Fig. 1: clock nets
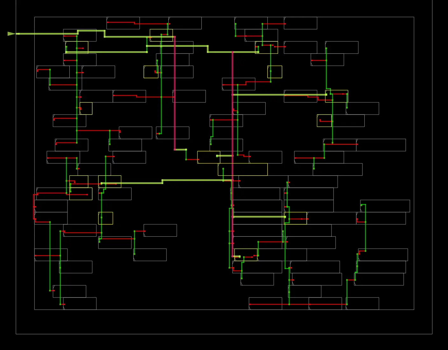
Fig. 2: gate-type map
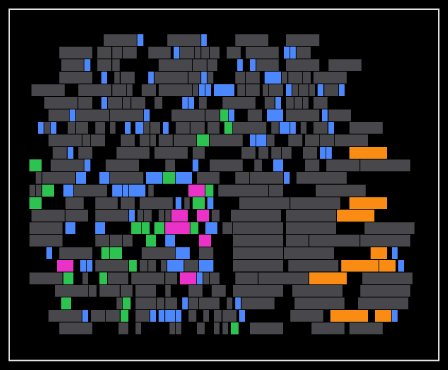
Fig. 3: register map, names as in the netlist
Other sequential cells in the stronger gray, the rest of the logic in the fainter gray.
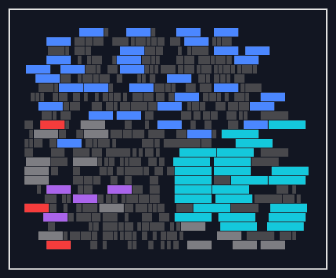
Fig. 4: close-up of the layout
Region (0, 26) to (50, 76) um. Cells in gray, sequential cells in the stronger gray; small squares are vias.
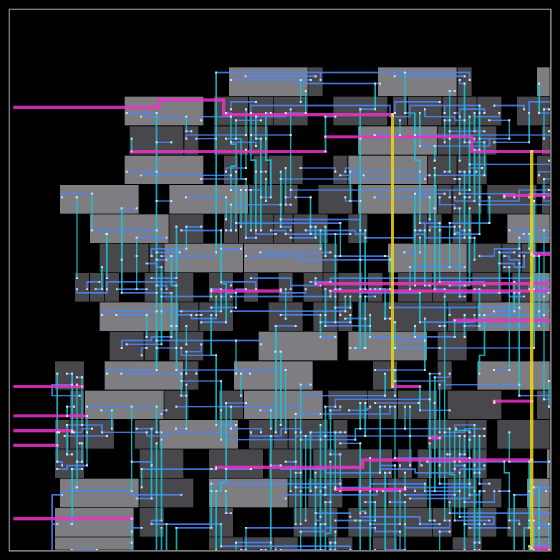
File: src/rtl/tetris_pkg.sv
// Key codes shared by the keyboard front end and the game sequencer.
package tetris_pkg;

  localparam int KEY_W = 3;

  localparam logic [KEY_W-1:0] KEY_NONE     = 3'd0;
  localparam logic [KEY_W-1:0] KEY_ESC      = 3'd1;
  localparam logic [KEY_W-1:0] KEY_SPACE    = 3'd2;
  localparam logic [KEY_W-1:0] KEY_CW       = 3'd3;
  localparam logic [KEY_W-1:0] KEY_CCW      = 3'd4;
  localparam logic [KEY_W-1:0] KEY_LEFT     = 3'd5;
  localparam logic [KEY_W-1:0] KEY_RIGHT    = 3'd6;
  localparam logic [KEY_W-1:0] KEY_RESERVED = 3'd7;

  // Only the horizontal moves auto-repeat while held.
  function automatic logic is_repeat_key(input logic [KEY_W-1:0] code);
    return (code == KEY_LEFT) || (code == KEY_RIGHT);
  endfunction

endpackage

File: src/rtl/key_fifo.sv
// Small circular event buffer with a flush that can load one entry in the same cycle.
module key_fifo
  import tetris_pkg::*;
#(
  parameter int DEPTH = 8,
  parameter int W     = KEY_W
) (
  input  logic                   clk,
  input  logic                   rst,
  input  logic                   push,
  input  logic [W-1:0]           push_data,
  input  logic                   pop,
  input  logic                   flush,
  output logic [$clog2(DEPTH):0] count,
  output logic                   full,
  output logic                   empty,
  output logic [W-1:0]           head
);

  localparam int AW = $clog2(DEPTH);

  logic [W-1:0] r_mem [DEPTH];
  logic [AW:0]  r_rd;
  logic [AW:0]  r_wr;
  logic [AW:0]  w_count;
  logic         w_do_pop;
  logic         w_do_push;

  // Pointers carry one extra wrap bit so full and empty are distinguishable.
  assign w_count   = r_wr - r_rd;
  assign full      = (w_count == (AW + 1)'(DEPTH));
  assign empty     = (w_count == '0);
  assign count     = w_count;
  assign w_do_pop  = pop && !empty;
  assign w_do_push = push && (!full || w_do_pop);
  assign head      = empty ? '0 : r_mem[r_rd[AW-1:0]];

  always_ff @(posedge clk) begin
    if (rst) begin
      r_rd <= '0;
      r_wr <= '0;
    end else if (flush) begin
      // Flush wins over any pop; a simultaneous push becomes the only entry.
      r_rd <= '0;
      r_wr <= push ? (AW + 1)'(1) : '0;
    end else begin
      if (w_do_push) r_wr <= r_wr + 1'b1;
      if (w_do_pop)  r_rd <= r_rd + 1'b1;
    end
  end

  always_ff @(posedge clk) begin
    if (flush && push) begin
      r_mem[0] <= push_data;
    end else if (!flush && w_do_push) begin
      r_mem[r_wr[AW-1:0]] <= push_data;
    end
  end

endmodule

File: src/rtl/key_event_queue.sv
// Converts the level key code from the keyboard decoder into press and auto-repeat
// events, queued in order for the game sequencer; escape flushes the queue.
module key_event_queue
  import tetris_pkg::*;
#(
  parameter int DEPTH        = 8,
  parameter int REPEAT_DELAY = 50_000_000,
  parameter int REPEAT_RATE  = 10_000_000
) (
  input  logic                   clk,
  input  logic                   rst,
  input  logic [KEY_W-1:0]       key_code,
  output logic                   ev_valid,
  output logic [KEY_W-1:0]       ev_code,
  input  logic                   ev_ready,
  output logic [$clog2(DEPTH):0] ev_count,
  output logic                   overflow
);

  localparam logic [31:0] LP_FIRE   = 32'(REPEAT_DELAY - 1);
  localparam logic [31:0] LP_RELOAD = 32'(REPEAT_DELAY - REPEAT_RATE);

  logic [KEY_W-1:0] w_key_in;
  logic [KEY_W-1:0] r_sync1;
  logic [KEY_W-1:0] r_kc_s;
  logic [KEY_W-1:0] r_held_code;
  logic [31:0]      r_rpt_cnt;
  logic             r_overflow;

  logic             w_press;
  logic             w_holding;
  logic             w_rpt_fire;
  logic             w_event;
  logic [KEY_W-1:0] w_ev_code;
  logic             w_esc;
  logic             w_pop;
  logic             w_drop;
  logic             w_push;
  logic             w_full;
  logic             w_empty;

  // The reserved code is folded to "no key" before it can reach any logic.
  assign w_key_in = (key_code == KEY_RESERVED) ? KEY_NONE : key_code;

  assign w_press    = (r_kc_s != KEY_NONE) && (r_kc_s != r_held_code);
  assign w_holding  = (r_kc_s == r_held_code) && is_repeat_key(r_kc_s);
  assign w_rpt_fire = w_holding && (r_rpt_cnt == LP_FIRE);
  assign w_event    = w_press || w_rpt_fire;
  assign w_ev_code  = w_press ? r_kc_s : r_held_code;
  assign w_esc      = w_press && (r_kc_s == KEY_ESC);

  // Handshake: the head entry transfers on any cycle where ev_valid && ev_ready;
  // ev_code holds steady while ev_valid is high and ev_ready is low.
  assign w_pop  = ev_valid && ev_ready;
  assign w_drop = w_event && !w_esc && w_full && !w_pop;
  assign w_push = w_event && !w_drop;

  always_ff @(posedge clk) begin
    if (rst) begin
      r_sync1     <= KEY_NONE;
      r_kc_s      <= KEY_NONE;
      r_held_code <= KEY_NONE;
      r_rpt_cnt   <= '0;
      r_overflow  <= 1'b0;
    end else begin
      r_sync1     <= w_key_in;
      r_kc_s      <= r_sync1;
      r_held_code <= r_kc_s;
      if (w_press) begin
        r_rpt_cnt <= '0;
      end else if (w_holding) begin
        r_rpt_cnt <= w_rpt_fire ? LP_RELOAD : r_rpt_cnt + 32'd1;
      end else begin
        r_rpt_cnt <= '0;
      end
      if (w_drop) r_overflow <= 1'b1;
    end
  end

  key_fifo #(
    .DEPTH (DEPTH),
    .W     (KEY_W)
  ) u_fifo (
    .clk       (clk),
    .rst       (rst),
    .push      (w_push),
    .push_data (w_ev_code),
    .pop       (w_pop),
    .flush     (w_esc),
    .count     (ev_count),
    .full      (w_full),
    .empty     (w_empty),
    .head      (ev_code)
  );

  assign ev_valid = !w_empty;
  assign overflow = r_overflow;

endmodule

File: config.mk
export PLATFORM = sky130hd
export DESIGN_NAME = key_event_queue
export DESIGN_NICKNAME = d
export VERILOG_FILES = /design/src/rtl/tetris_pkg.sv /design/src/rtl/key_fifo.sv /design/src/rtl/key_event_queue.sv
export SDC_FILE = /design/constraint.sdc
export NUM_CORES = 1
export LEC_CHECK = 0
export CAP_MARGIN = 30
export CORE_ASPECT_RATIO = 0.8
export CORE_MARGIN = 4
export CORE_UTILIZATION = 60
export DETAILED_ROUTE_END_ITERATION = 7
export DONT_BUFFER_PORTS = 1
export PLACE_DENSITY_LB_ADDON = 0.25
export SYNTH_ARGS = -nofsm -noshare
export SYNTH_HDL_FRONTEND = slang
export SYNTH_SLANG_ARGS = --single-unit
File: constraint.sdc
create_clock -name clk -period 3.8 [get_ports clk]
set_clock_uncertainty 0.05 [all_clocks]
set_input_delay 0.95 -clock clk [delete_from_list [all_inputs] [get_ports clk]]
set_output_delay 0.95 -clock clk [all_outputs]
set_load 0.02 [all_outputs]
==> results.sh <==
# physical design summary
export IMPL_run_status="finished, final reports clean"
export IMPL_antennaDiodeCount=0
export IMPL_die_area_um2=7048
export IMPL_nets=351
export IMPL_path_clk_slew_ns=0.08
export IMPL_yosys_area_top_type="dfxtp_1"
export IMPL_p_leak_nw=1.280
export IMPL_worst_path_max_delay_cell="dfxtp_1"
export IMPL_largest_register_ffs=32
export IMPL_power_switching_uw=557.4
export IMPL_dr_total_vias=2348
export IMPL_top_layer="met4"
export IMPL_r2r_end="u_fifo.r_mem[3][1]"
export IMPL_whs_ns=0.3973
export IMPL_area_leaders="dfxtp_1, edfxtp_1, xor2_1"
export IMPL_synth_xor_area_share=0.09121
export IMPL_async_flop_share=0
export IMPL_via_per_inst=5.577
export IMPL_coreArea_um2=5525
export IMPL_die_y_um=75.89
export IMPL_regMostFlops="r_rpt_cnt"
-- Fig. 1 (at the start) --
TritonCTS Sinks: 77
Clk. pwr: 622 uW
clk latency late pin: 0.35 ns

-- Fig. 2 (at the start) --
- orange: multiplexers (cells 9)
- green: inverting AOI/OAI gates (cells 23)
- blue: NOR gates (cells 77)
- magenta: AND-OR and OR-AND gates (cells 7)
logic share of the area: 0.4203
most frequent logic cell in the layout: nor2_1
fin cells: 421

-- Fig. 3 (at the start) --
- blue: r_rpt_cnt (sequential cells 32)
- cyan: u_fifo.r_mem (sequential cells 24)
- red: r_kc_s (sequential cells 3)
- purple: u_fifo.r_wr (sequential cells 4)
- not colored: 14
Seq power: 908 uW
flop share of the area: 0.4769
Finished Core Util: 0.6762
Storage cell area: 1782 um^2

-- Fig. 4 (at the start) --
- blue: metal 1
- magenta: metal 3
- yellow: metal 4
- cyan: metal 2
- most frequent: nor2_1 (27), dfxtp_1 (27), xor2_1 (13)
- sequential cells in the window: 27
- cells with their middle in the window: 152
- netlist names of flops here include: r_rpt_cnt (20), r_held_code (3), r_sync1 (3)

No activity file was given, so power comes from the tool's default toggle rates.
